`src/rtl/hazard_stall_ctrl.sv`:
```
// Pipeline hazard/stall controller: load-use bubbles, branch/jump flush stretching,
// cache-switch freeze sequencing and saturating stall/flush performance counters.
module hazard_stall_ctrl #(
  parameter int LOAD_USE_BUBBLES = 1,
  parameter int FLUSH_CYCLES     = 1,
  parameter int CNT_W            = 32
) (
  input  logic             clk,
  input  logic             reset,
  input  logic             i_busywait,
  input  logic             d_busywait,
  input  logic             ex_d_mem_r,
  input  logic             ex_write_reg_en,
  input  logic [4:0]       ex_write_address,
  input  logic [4:0]       id_rs1,
  input  logic [4:0]       id_rs2,
  input  logic             id_use_rs1,
  input  logic             id_use_rs2,
  input  logic             branch_jump_signal,
  input  logic             switch_cache_req,
  input  logic             switch_done,
  output logic             pc_stall,
  output logic             if_id_stall,
  output logic             id_ex_bubble,
  output logic             flush,
  output logic             pipe_busywait,
  output logic             switch_active,
  output logic [CNT_W-1:0] stall_count,
  output logic [CNT_W-1:0] flush_count
);

  localparam int MAX_HOLD = (LOAD_USE_BUBBLES > FLUSH_CYCLES) ? LOAD_USE_BUBBLES : FLUSH_CYCLES;
  localparam int CW       = $clog2(MAX_HOLD + 1);

  typedef enum logic [1:0] {RUN, LOAD_STALL, FLUSH_HOLD, SWITCH} state_e;

  state_e           state_q, state_d;
  logic [CW-1:0]    cnt_q, cnt_d;
  logic [CNT_W-1:0] stall_cnt_q, stall_cnt_d;
  logic [CNT_W-1:0] flush_cnt_q, flush_cnt_d;
  logic             hz;
  logic             flush_start;
  logic             stall_event;

  assign hz = ex_d_mem_r & ex_write_reg_en & (ex_write_address != 5'd0) &
              ((id_use_rs1 & (id_rs1 == ex_write_address)) |
               (id_use_rs2 & (id_rs2 == ex_write_address)));

  // Gated by reset so every control output is low for the whole reset window.
  assign pipe_busywait = !reset & (i_busywait | d_busywait | (state_q == SWITCH));

  // NOTE: all state uses non-blocking assignments and an async clear; the
  // combinational blocks below compute only the _d values.
  always_ff @(posedge clk or posedge reset) begin
    if (reset) begin
      state_q     <= RUN;
      cnt_q       <= '0;
      stall_cnt_q <= '0;
      flush_cnt_q <= '0;
    end else begin
      state_q     <= state_d;
      cnt_q       <= cnt_d;
      stall_cnt_q <= stall_cnt_d;
      flush_cnt_q <= flush_cnt_d;
    end
  end

  // NOTE: every variable gets a default first, so no path leaves a latch.
  always_comb begin
    state_d     = state_q;
    cnt_d       = cnt_q;
    flush_start = 1'b0;
    unique case (state_q)
      RUN: begin
        if (branch_jump_signal) begin
          flush_start = 1'b1;
          if (FLUSH_CYCLES > 1) begin
            state_d = FLUSH_HOLD;
            cnt_d   = CW'(FLUSH_CYCLES - 1);
          end
        end else if (hz && !pipe_busywait) begin
          if (LOAD_USE_BUBBLES > 1) begin
            state_d = LOAD_STALL;
            cnt_d   = CW'(LOAD_USE_BUBBLES - 1);
          end
        end else if (switch_cache_req && !pipe_busywait) begin
          state_d = SWITCH;
        end
      end
      LOAD_STALL: begin
        if (branch_jump_signal) begin
          flush_start = 1'b1;
          state_d     = (FLUSH_CYCLES > 1) ? FLUSH_HOLD : RUN;
          cnt_d       = CW'(FLUSH_CYCLES - 1);
        end else if (!pipe_busywait) begin
          if (cnt_q <= CW'(1)) state_d = RUN;
          else                 cnt_d   = cnt_q - CW'(1);
        end
      end
      FLUSH_HOLD: begin
        if (branch_jump_signal) begin
          flush_start = 1'b1;
          cnt_d       = CW'(FLUSH_CYCLES - 1);
        end else if (!pipe_busywait) begin
          if (cnt_q <= CW'(1)) state_d = RUN;
          else                 cnt_d   = cnt_q - CW'(1);
        end
      end
      SWITCH: begin
        if (switch_done) state_d = RUN;
      end
      default: state_d = RUN;
    endcase
  end

  always_comb begin
    pc_stall      = 1'b0;
    if_id_stall   = 1'b0;
    id_ex_bubble  = 1'b0;
    flush         = 1'b0;
    switch_active = 1'b0;
    if (!reset) begin
      unique case (state_q)
        RUN: begin
          if (branch_jump_signal) begin
            flush = 1'b1;
          end else if (hz && !pipe_busywait) begin
            pc_stall     = 1'b1;
            if_id_stall  = 1'b1;
            id_ex_bubble = 1'b1;
          end
        end
        LOAD_STALL: begin
          if (branch_jump_signal) begin
            flush = 1'b1;
          end else begin
            pc_stall     = 1'b1;
            if_id_stall  = 1'b1;
            id_ex_bubble = 1'b1;
          end
        end
        FLUSH_HOLD: flush         = 1'b1;
        SWITCH:     switch_active = 1'b1;
        default:    flush         = 1'b0;
      endcase
    end
  end

  assign stall_event = pc_stall | pipe_busywait;

  assign stall_cnt_d = (stall_event && (stall_cnt_q != '1)) ? stall_cnt_q + CNT_W'(1) : stall_cnt_q;
  assign flush_cnt_d = (flush_start && !reset && (flush_cnt_q != '1)) ? flush_cnt_q + CNT_W'(1)
                                                                       : flush_cnt_q;

  assign stall_count = stall_cnt_q;
  assign flush_count = flush_cnt_q;

endmodule

```
`config.mk`:
```
export PLATFORM = sky130hd
export DESIGN_NAME = hazard_stall_ctrl
export DESIGN_NICKNAME = d
export VERILOG_FILES = /design/src/rtl/hazard_stall_ctrl.sv
export SDC_FILE = /design/constraint.sdc
export NUM_CORES = 1
export LEC_CHECK = 0
export CAP_MARGIN = 20
export CORE_MARGIN = 4
export CORE_UTILIZATION = 30
export CTS_BUF_LIST = sky130_fd_sc_hd__clkbuf_16
export DETAILED_ROUTE_END_ITERATION = 12
export PLACE_DENSITY = 0.66
export REMOVE_ABC_BUFFERS = 1
export SYNTH_ARGS = -nofsm -noshare
export SYNTH_HDL_FRONTEND = slang
export SYNTH_SLANG_ARGS = --single-unit
```
`constraint.sdc`:
```
create_clock -name clk -period 3.8 [get_ports clk]
set_clock_uncertainty 0.05 [all_clocks]
set_input_delay 0.57 -clock clk [delete_from_list [all_inputs] [get_ports clk]]
set_output_delay 0.57 -clock clk [all_outputs]
set_load 0.02 [all_outputs]
```
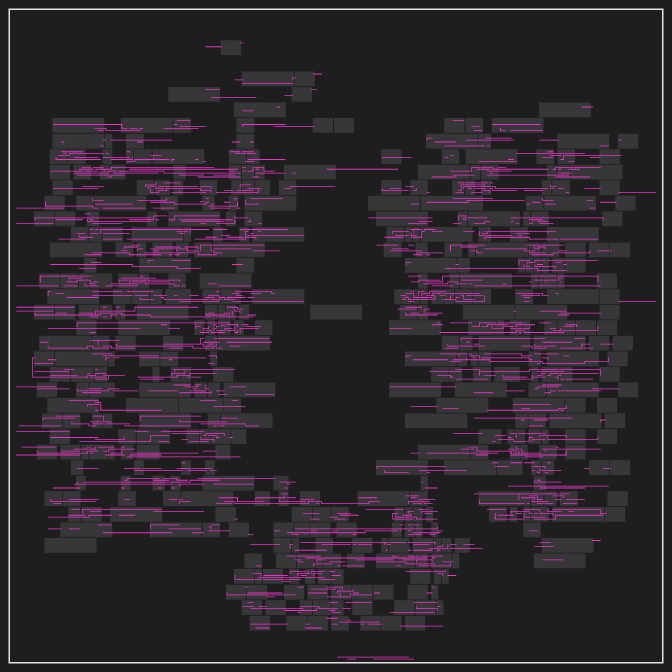
(M1 wires)
- main direction: horizontal
- nets with wire on the layer: 385

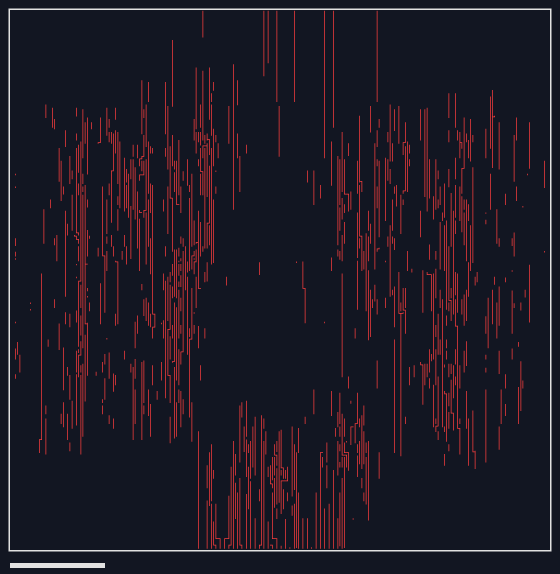
(metal 2)
The bar under the picture is 20 µm long.
- main direction: vertical
- longest straight run: 35.0 µm
- nets with wire on the layer: 393
- share of all routed wire: 48%

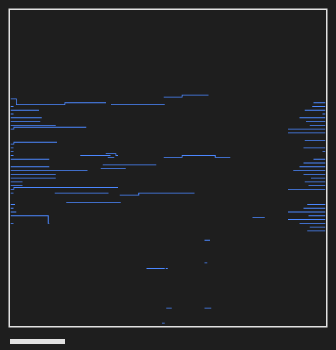
(metal 3)
The bar under the picture is 20 µm long.
- share of all routed wire: 8.0%
- main direction: horizontal
- longest straight run: 37.5 µm

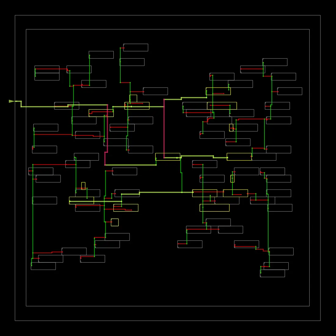
(clock routing)
clock sink count: 66
registers: 66
power drawn by the clock network: 853 µW
CTS buffer count: 9

==> cell families after synthesis <==
group           after synthesis  share of synthesized area
fa+ha+maj                     2                    0.00742
mux                           3                    0.00964
compound gates               11                     0.0230
flops                        66                      0.490
xor+xnor                     72                      0.189
simple gates                152                      0.257
buf+inv                      17                     0.0237
==> metrics by stage <==
step	area (µm²)	hold slack (ps)
finish	4780	436
global route	4780	466
CTS	4780	443
detailed placement	4470	432
global placement	4470	434
floorplan	3320	521
==> flip-flops by register name (all words and copies together), names as in the netlist <==
register / cells
flush_count: 32
state_q: 2
stall_count: 32
==> synth_stat cells (3+ instances only) <==
library cell               number
sky130_fd_sc_hd__buf_4          3
sky130_fd_sc_hd__nand4_1       22
sky130_fd_sc_hd__nor4b_1        3
sky130_fd_sc_hd__nor2_1        12
sky130_fd_sc_hd__xnor2_1       52
sky130_fd_sc_hd__nand2_1       24
sky130_fd_sc_hd__buf_2          4
sky130_fd_sc_hd__xor2_1        19
sky130_fd_sc_hd__nor4_1         5
sky130_fd_sc_hd__a21oi_1        3
sky130_fd_sc_hd__clkbuf_1       3
sky130_fd_sc_hd__and3_1        12
sky130_fd_sc_hd__or3_1          5
sky130_fd_sc_hd__dfrtp_1       66
sky130_fd_sc_hd__inv_1          7
sky130_fd_sc_hd__nor3_1        11
sky130_fd_sc_hd__nand3_1       36
sky130_fd_sc_hd__and4_1         6
sky130_fd_sc_hd__and2_1         6
==> report_power, final <==
part / switching, µW / leakage (µW) / internal (µW)
Clock: 286 / 0.000152 / 566
Sequential: 113 / 0.000855 / 788
Combinational: 292 / 0.000906 / 259
==> path summary, 6_finish.rpt <==
kind	start	to	slack (ps)	cells after the start
setup / recovery	ex_write_address[4]	id_ex_bubble	580	7
hold reg to reg	flush_count[22]$_DFFE_PP0P_	flush_count[22]$_DFFE_PP0P_	440	1
hold / removal	flush_count[22]$_DFFE_PP0P_	flush_count[22]$_DFFE_PP0P_	440	1
setup reg to reg	stall_count[2]$_DFFE_PP0P_	stall_count[18]$_DFFE_PP0P_	1250	7
min in group asynchronous	reset	flush_count[2]$_DFFE_PP0P_	910	3
max in group asynchronous	reset	stall_count[8]$_DFFE_PP0P_	2240	3
==> layer usage <==
| layer | share of wire | track usage | up-vias | routed length (µm) |
|---|---|---|---|---|
| met2 | 0.48 | 0.233 | 85 | 4170 |
| met5 | 0 | 0 | - | 0 |
| li1 | - | - | 1346 | - |
| met3 | 0.080 | 0.0610 | 14 | 690 |
| met1 | 0.43 | 0.166 | 1376 | 3680 |
| met4 | 0.013 | 0.0309 | 0 | 116 |
==> cell type report <==
cell class | instances | area share
Clock inverter | 7 | 0.0181
Sequential cell | 66 | 0.346
Tap cell | 140 | 0.0366
Multi-Input combinational cell | 240 | 0.343
Timing Repair Buffer | 98 | 0.204
Inverter | 7 | 0.00550
Clock buffer | 9 | 0.0471
==> run summary <==
The flow run is done. The flow ran to the end, and the final reports show no timing, DRC or antenna violations. The worst setup path is launched from a primary input. The most common logic cells in the final layout are 95 x sky130_fd_sc_hd__clkdlybuf4s50_1, 66 x sky130_fd_sc_hd__dfrtp_1, 52 x sky130_fd_sc_hd__xnor2_1.

The critical path in the final layout is reported with a setup slack of 580 ps. At the end of the flow the core is filled with cells to 0.437. For this configuration, the core starts out at a cell density of 0.308. Detailed placement ended at an HPWL of roughly 6300 µm. Register bit total from synthesis landed at 66. Adding up every negative setup slack in the final design gives 0 ps. The root buffer cell chosen for the clock tree is sky130_fd_sc_hd__clkbuf_16.

Leakage power landed at ~0.0019 µW. Number of rows in the core area landed at 38. Max-cap violation count landed at 0. Area of the mapped netlist landed at 3370 µm². The critical path is of the primary input to output port type. The routed design has just under 9000 µm of wire.

In this run the remaining antenna-violating nets after routing total 0. The main area contributors are sky130_fd_sc_hd__dfrtp_1 49%, sky130_fd_sc_hd__xnor2_1 14%, sky130_fd_sc_hd__nand3_1 5.3%. In the CTS report, the clock slew at the register clock pins of the worst setup and hold paths is listed as ~50 ps. Placer's final routability congestion estimate landed at 0.811.
Power and IR drop assume default switching activity.
